==> src/rtl/demo_burst_ctrl_pkg.sv <==
// rtl/demo_burst_ctrl_pkg.sv - shared state encoding for the burst sequencer
package demo_burst_ctrl_pkg;

  localparam int STATE_W = 3;

  typedef enum logic [STATE_W-1:0] {
    ST_IDLE      = 3'd0,
    ST_ISSUE     = 3'd1,
    ST_WAIT_ACC  = 3'd2,
    ST_WAIT_DONE = 3'd3,
    ST_FIN       = 3'd4
  } state_t;

endpackage

==> src/rtl/demo_burst_ctrl_edge.sv <==
// rtl/demo_burst_ctrl_edge.sv - registered edge detector with selectable polarity
module demo_edge_detect #(
  parameter bit FALLING = 1'b1
) (
  input  logic clk,
  input  logic rstn,
  input  logic din,
  output logic pulse
);

  logic prev;

  // prev resets high so a level already low out of reset counts as a press
  always_ff @(posedge clk) begin
    if (!rstn) begin
      prev  <= 1'b1;
      pulse <= 1'b0;
    end else begin
      prev  <= din;
      pulse <= FALLING ? (prev & ~din) : (~prev & din);
    end
  end

endmodule

==> src/rtl/demo_burst_ctrl.sv <==
// rtl/demo_burst_ctrl.sv - burst sequencer moving a local byte buffer to/from consecutive bus addresses
module demo_burst_ctrl
  import demo_burst_ctrl_pkg::*;
#(
  parameter int ADDR_WIDTH = 16,
  parameter int DATA_WIDTH = 8,
  parameter int BUF_AW     = 5,
  parameter int TIMEOUT    = 4095
) (
  input  logic                  clk,
  input  logic                  rstn,
  input  logic                  start,
  input  logic                  mode,
  input  logic [ADDR_WIDTH-1:0] base_addr,
  input  logic [BUF_AW:0]       len,
  output logic                  ready,
  output logic                  done,
  output logic                  error,
  input  logic                  buf_we,
  input  logic [BUF_AW-1:0]     buf_waddr,
  input  logic [DATA_WIDTH-1:0] buf_wdata,
  input  logic [BUF_AW-1:0]     buf_raddr,
  output logic [DATA_WIDTH-1:0] buf_rdata,
  output logic                  dev_valid,
  output logic                  dev_mode,
  output logic [ADDR_WIDTH-1:0] dev_addr,
  output logic [DATA_WIDTH-1:0] dev_wdata,
  input  logic                  dev_ready,
  input  logic [DATA_WIDTH-1:0] dev_rdata
);

  localparam int DEPTH = 2 ** BUF_AW;
  localparam int CNT_W = $clog2(TIMEOUT + 1);
  localparam logic [BUF_AW:0]   LEN_MAX = (BUF_AW + 1)'(DEPTH);
  localparam logic [BUF_AW:0]   LEN_ONE = (BUF_AW + 1)'(1);
  localparam logic [BUF_AW-1:0] IDX_ONE = BUF_AW'(1);
  localparam logic [CNT_W-1:0]  CNT_ONE = CNT_W'(1);
  localparam logic [CNT_W-1:0]  CNT_END = CNT_W'(TIMEOUT - 1);

  state_t                state, state_nx;
  logic                  trig;
  logic                  mode_q;
  logic [ADDR_WIDTH-1:0] base_q;
  logic [BUF_AW:0]       len_q, len_c;
  logic [BUF_AW-1:0]     idx;
  logic [CNT_W-1:0]      cnt;
  logic                  last_beat, tmo;
  logic [DATA_WIDTH-1:0] mem [DEPTH];

  demo_edge_detect #(.FALLING(1'b1)) u_start_edge (
    .clk   (clk),
    .rstn  (rstn),
    .din   (start),
    .pulse (trig)
  );

  assign len_c     = (len > LEN_MAX) ? LEN_MAX : len;
  assign last_beat = ({1'b0, idx} == (len_q - LEN_ONE));
  // cnt holds the cycles already spent in this beat, so hitting the end value means TIMEOUT cycles elapse now
  assign tmo       = (cnt == CNT_END);
  assign buf_rdata = mem[buf_raddr];

  always_ff @(posedge clk) begin
    if (!rstn) state <= ST_IDLE;
    else       state <= state_nx;
  end

  always_comb begin
    state_nx = state;
    case (state)
      ST_IDLE:      if (trig) state_nx = (len_c == '0) ? ST_FIN : ST_ISSUE;
      ST_ISSUE:     if (dev_ready) state_nx = ST_WAIT_ACC;
      ST_WAIT_ACC: begin
        if (!dev_ready) state_nx = ST_WAIT_DONE;
        else if (tmo)   state_nx = ST_FIN;
      end
      ST_WAIT_DONE: begin
        if (dev_ready) state_nx = last_beat ? ST_FIN : ST_ISSUE;
        else if (tmo)  state_nx = ST_FIN;
      end
      ST_FIN:       state_nx = ST_IDLE;
      default:      state_nx = ST_IDLE;
    endcase
  end

  always_comb begin
    ready = (state == ST_IDLE);
    done  = (state == ST_FIN);
  end

  always_ff @(posedge clk) begin
    if (!rstn) begin
      mode_q    <= 1'b0;
      base_q    <= '0;
      len_q     <= '0;
      idx       <= '0;
      cnt       <= '0;
      error     <= 1'b0;
      dev_valid <= 1'b0;
      dev_mode  <= 1'b0;
      dev_addr  <= '0;
      dev_wdata <= '0;
    end else begin
      case (state)
        ST_IDLE: begin
          if (trig) begin
            mode_q <= mode;
            base_q <= base_addr;
            len_q  <= len_c;
            idx    <= '0;
            error  <= 1'b0;
          end
        end
        ST_ISSUE: begin
          cnt <= '0;
          if (dev_ready) begin
            dev_valid <= 1'b1;
            dev_mode  <= mode_q;
            dev_addr  <= base_q + ADDR_WIDTH'(idx);
            dev_wdata <= mem[idx];
          end
        end
        ST_WAIT_ACC: begin
          cnt <= cnt + CNT_ONE;
          if (!dev_ready) begin
            dev_valid <= 1'b0;
          end else if (tmo) begin
            dev_valid <= 1'b0;
            error     <= 1'b1;
          end
        end
        ST_WAIT_DONE: begin
          cnt <= cnt + CNT_ONE;
          if (dev_ready) begin
            if (!last_beat) idx <= idx + IDX_ONE;
          end else if (tmo) begin
            error <= 1'b1;
          end
        end
        default: ;
      endcase
    end
  end

  // Host writes only land while idle; a write in the trigger cycle still beats ISSUE's read of beat 0
  always_ff @(posedge clk) begin
    if (state == ST_IDLE && buf_we)
      mem[buf_waddr] <= buf_wdata;
    else if (state == ST_WAIT_DONE && dev_ready && !mode_q)
      mem[idx] <= dev_rdata;
  end

endmodule

==> config.mk <==
export PLATFORM = sky130hd
export DESIGN_NAME = demo_burst_ctrl
export DESIGN_NICKNAME = d
export VERILOG_FILES = /design/src/rtl/demo_burst_ctrl_pkg.sv /design/src/rtl/demo_burst_ctrl_edge.sv /design/src/rtl/demo_burst_ctrl.sv
export SDC_FILE = /design/constraint.sdc
export NUM_CORES = 1
export LEC_CHECK = 0
export ABC_AREA = 1
export ABC_CLOCK_PERIOD_IN_PS = 2220
export CAP_MARGIN = 15
export CORE_MARGIN = 2
export CORE_UTILIZATION = 45
export DETAILED_ROUTE_END_ITERATION = 16
export PLACE_DENSITY = 0.65
export SYNTH_ARGS = -nofsm -noshare
export SYNTH_HDL_FRONTEND = slang
export SYNTH_HIERARCHICAL = 1
export SYNTH_SLANG_ARGS = --single-unit
==> constraint.sdc <==
create_clock -name clk -period 2.22 [get_ports clk]
set_input_delay 0.444 -clock clk [delete_from_list [all_inputs] [get_ports clk]]
set_output_delay 0.444 -clock clk [all_outputs]
set_load 0.05 [all_outputs]
### A small window of the routed layout, run 1

Region (84, 45) to (109, 70) um. Cells in gray, sequential cells in the stronger gray; small squares are vias.
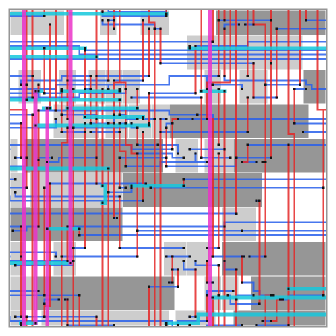
Key: red = met2; magenta = met4; blue = met1; cyan = met3
Netlist names of flops here include mem (9). 35 logic cells have their middle in the window. Most frequent: edfxtp_1 (9), nand2_1 (8), o21ai_0 (6). Sequential cells in the window: 9.

### Register map, names as in the netlist, run 1

(1.5 px per um) Other sequential cells in the stronger gray, the rest of the logic in the fainter gray.
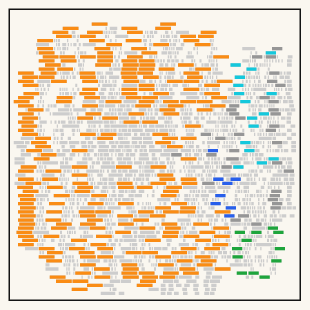
Key: orange = mem [flops 256]; blue = dev_wdata [flops 8]; green = cnt [flops 12, where south-east]; cyan = base_q [flops 16]
Another 36 sequential cells are not colored.
sequential portion of the cell area: 0.416
Flop+latch power: 6.79 mW

### Logic cells by family, run 1

(1.5 px per um)
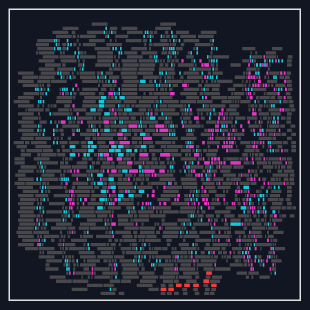
Key: red = multiplexers [cells 8]; magenta = NAND gates [cells 299]; cyan = NOR gates [cells 362, where all over the die]
final std cells w/o fill: 2,479
multi-input combinational area share: 0.324
Commonest Layout Cell: nor2_1

### Pin placement, run 1

(2 px per um) Pins as bars across the die edge, other pins in gray.
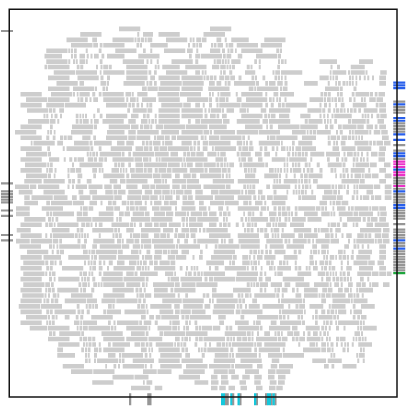
Key: green = done [pins 1, direction output, edge east]; cyan = dev_rdata [pins 8, direction input, edge south]; blue = dev_addr [pins 16, direction output, edge east]; magenta = len [pins 6, direction input, edge east]
All pins by edge: 61 east, 19 south, 11 west.
die height: 193 um
die span in x: 193 um
port buffer count: 90

==> run_results.csv, run 1 <==
group,metric,value,unit
outcome,status,"finished, violations left",
outcome,violations,"setup timing",
timing,slew_violations,0,
logic_synthesis,synthFlopType,"edfxtp_1",
final_layout,fin_area,22000,um2
floorplanning,core_area,35400,um2
hold_path,worstHoldStart,"u_start_edge/prev",
clocking,root_buffer,"clkbuf_16",
clocking,clk_latency,0.53,ns
final_layout,largest_reg_flops,256,
logic_synthesis,synthSimpleGateAreaFrac,0.170,
detailed_routing,wl_met3,5910,um
pwr,clockPowerShare,0.403,
detailed_routing,final_antenna_net_count,0,
global_routing,grt_pass1_wl,83800,um
detailed_routing,firstDrtPassIters,6,
clocking,cts.sinks,328,
detailed_routing,vias,15100,
detailed_routing,wl_met2,25600,um
timing,fin_crit_sh,1.09,
timing,clock_skew,0.0133,ns
timing,finalSetupViolCount,264,
logic_synthesis,synth.logic.top_family,"AND-OR/OR-AND gates",
critical_path,path_depth,9,
timing,fin_tns_setup,-19.64,ns
timing,layout_setup_ws,-0.205,ns
clocking,cts_hold_buffers,0,
### Congestion heat map, run 1

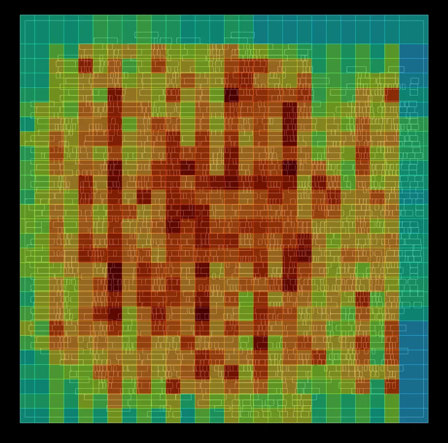

==> run 2, diff against run 1 <==
--- a/config.mk
+++ b/config.mk
@@ -12,6 +12,7 @@
 export CORE_UTILIZATION = 45
 export DETAILED_ROUTE_END_ITERATION = 16
 export PLACE_DENSITY = 0.65
+export RECOVER_POWER = 50
 export SYNTH_ARGS = -nofsm -noshare
 export SYNTH_HDL_FRONTEND = slang
 export SYNTH_HIERARCHICAL = 1
### Congestion heat map, run 2

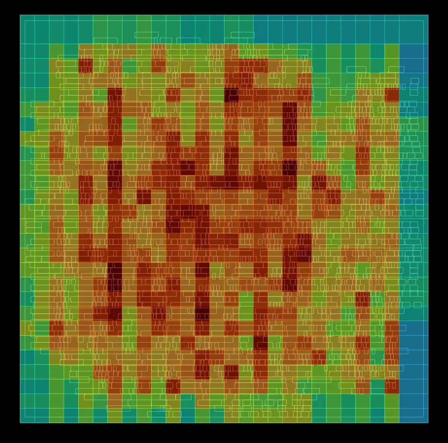
M2 GR Usage: 0.474
met3 GRT Util: 0.0525
fin util: 0.620

==> run 2 against run 1 <==
  * The flow still finishes with violations (setup timing)
  * Combinational power hardly changed
  * First-iteration DRC count fell by 2.6%
  * Non-clock buffer count did not move
  * Synthesized cell count stayed put
  * Largest power group unchanged
  * Highest routed layer unchanged
==> run_results.csv, run 2 <==
group,metric,value,unit
clocking,clk_latency,0.53,ns
global_routing,grt_pass1_wl,83800,um
outcome,status,"finished, violations left",
hold_path,worstHoldStart,"u_start_edge/prev",
pwr,pg_seq,6.79,mW
pwr,power_density,705,nW/um2
detailed_routing,wl_met2,25400,um
logic_synthesis,synthFlopType,"edfxtp_1",
place,port_buffers,90,
timing,finalSetupViolCount,265,
logic_synthesis,yosys_area,16100,um2
detailed_routing,vias,15100,
timing,grt_setup_unrepaired,"true",
detailed_routing,final_antenna_net_count,0,
final_layout,stdcell_count,2479,
timing,clock_skew,0.0132,ns
pwr,p_leak,7.80,nW
place,gp_congestion,0.912,
clocking,cts.sinks,328,
timing,fin_crit_sh,1.09,
detailed_routing,wl_met3,5830,um
clocking,root_buffer,"clkbuf_16",
outcome,violations,"setup timing",
detailed_routing,firstDrtPassIters,6,
timing,layout_setup_ws,-0.205,ns
flow_run,warnings,30,
timing,fin_tns_setup,-16.60,ns
final_layout,seq_share,0.417,
clocking,cts_hold_buffers,0,
floorplanning,die_w,193,um
critical_path,r2r_end,"mem[14][3]",
floorplanning,die-height,193,um
critical_path,cp_max_fo,8,
floorplanning,core_area,35400,um2
final_layout,comb_share,0.325,
critical_path,path_depth,9,
final_layout,largest_reg_flops,256,
timing,fin_crit,2.42,ns
timing,tightest_slew,0.514,ns
logic_synthesis,synthSimpleGateAreaFrac,0.170,
global_routing,busiest_layer,"met2",
final_layout,n_all_buffers,298,
final_layout,fin_area,21900,um2
logic_synthesis,synth.logic.top_family,"AND-OR/OR-AND gates",
pwr,clockPowerShare,0.404,
timing,slew_violations,0,
pwr,p_comb_frac,0.157,
### A small window of the routed layout, run 2

Region (84, 45) to (109, 70) um. Cells in gray, sequential cells in the stronger gray; small squares are vias.
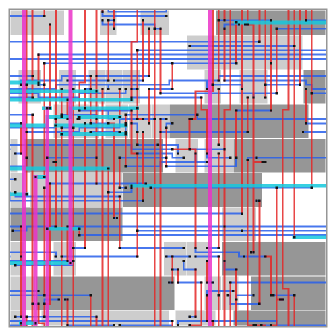

### Register map, names as in the netlist, run 2

(1.5 px per um) Other sequential cells in the stronger gray, the rest of the logic in the fainter gray.
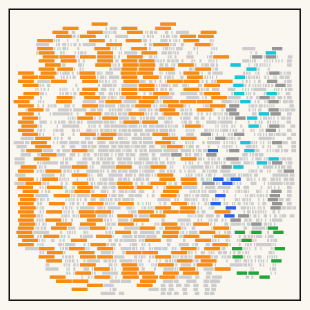

==> run 3, diff against run 2 <==
--- a/config.mk
+++ b/config.mk
@@ -6,12 +6,12 @@
 export NUM_CORES = 1
 export LEC_CHECK = 0
 export ABC_AREA = 1
-export ABC_CLOCK_PERIOD_IN_PS = 2220
+export ABC_CLOCK_PERIOD_IN_PS = 2600
 export CAP_MARGIN = 15
 export CORE_MARGIN = 2
 export CORE_UTILIZATION = 45
+export CTS_BUF_LIST = sky130_fd_sc_hd__clkbuf_4
 export DETAILED_ROUTE_END_ITERATION = 16
-export PLACE_DENSITY = 0.65
 export RECOVER_POWER = 50
 export SYNTH_ARGS = -nofsm -noshare
 export SYNTH_HDL_FRONTEND = slang
==> constraint.sdc (replaced) <==
create_clock -name clk -period 2.6 [get_ports clk]
set_input_delay 0.52 -clock clk [delete_from_list [all_inputs] [get_ports clk]]
set_output_delay 0.52 -clock clk [all_outputs]
set_load 0.05 [all_outputs]
### Register map, names as in the netlist, run 3

(1.5 px per um) Other sequential cells in the stronger gray, the rest of the logic in the fainter gray.
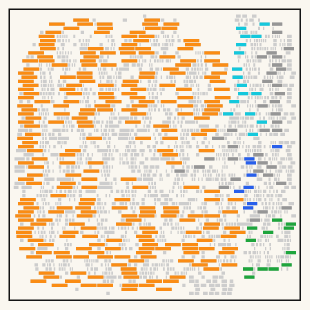
Key: blue = dev_wdata [flops 8, where east]; green = cnt [flops 12, where south-east]; orange = mem [flops 256, where all over the die]; cyan = base_q [flops 16, where north-east]
Another 36 sequential cells are not colored.
sequential portion of the cell area: 0.456
Flop+latch power: 5.79 mW
fin util: 0.566

### Logic cells by family, run 3

(1.5 px per um)
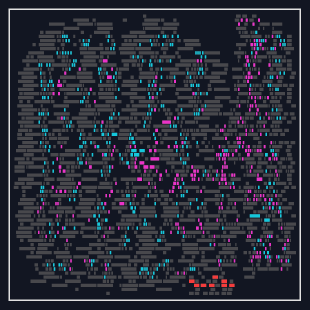
Key: red = multiplexers [cells 8]; cyan = NOR gates [cells 362, where all over the die]; magenta = NAND gates [cells 298]
multi-input combinational area share: 0.325
final std cells w/o fill: 2,523

==> run 3 against run 2 <==
  * The run still ends with setup timing left
  * Synthesized area stayed put
  * Clock skew grew 0.031 ns
  * Via count is 3.3% lower
  * Utilization down 5.4 points
  * Critical path depth up 1
  * Non-clock buffer count fell by 58
  * Synthesized cell count unchanged
  * Global-route usage down 1.2 points
  * Die area stayed put
  * Clock power is 27% lower
  * Critical endpoint is now buf_rdata[3]
  * Highest routed layer unchanged
==> run_results.csv, run 3 <==
group,metric,value,unit
global_routing,grt_pass1_wl,80100,um
detailed_routing,final_antenna_net_count,0,
logic_synthesis,yosys_area,16100,um2
timing,grt_setup_unrepaired,"true",
hold_path,worstHoldStart,"start",
pwr,p_comb_frac,0.144,
critical_path,path_depth,10,
place,gp_congestion,0.903,
logic_synthesis,synthFlopType,"edfxtp_1",
timing,layout_setup_ws,-0.168,ns
detailed_routing,vias,14600,
final_layout,largest_reg_flops,256,
floorplanning,die_w,193,um
critical_path,cp_max_fo,2,
timing,fin_crit,2.77,ns
logic_synthesis,synthSimpleGateAreaFrac,0.170,
final_layout,fin_area,20000,um2
global_routing,grt_use_met3,0.0652,
timing,fin_crit_sh,1.06,
clocking,cts.sinks,328,
final_layout,final_layout_top_logic_cell,"nor2_1",
place,port_buffers,90,
detailed_routing,firstDrtPassIters,8,
timing,slew_violations,0,
global_routing,use_met2,0.458,
outcome,violations,"setup timing",
pwr,power_density,605,nW/um2
floorplanning,die-height,193,um
timing,clock_skew,0.0446,ns
floorplanning,core_area,35400,um2
timing,finalSetupViolCount,39,
outcome,status,"finished, violations left",
critical_path,r2r_end,"dev_wdata[3]",
pwr,clockPowerShare,0.377,
clocking,cts_hold_buffers,0,
No activity file was given, so power comes from the tool's default toggle rates.
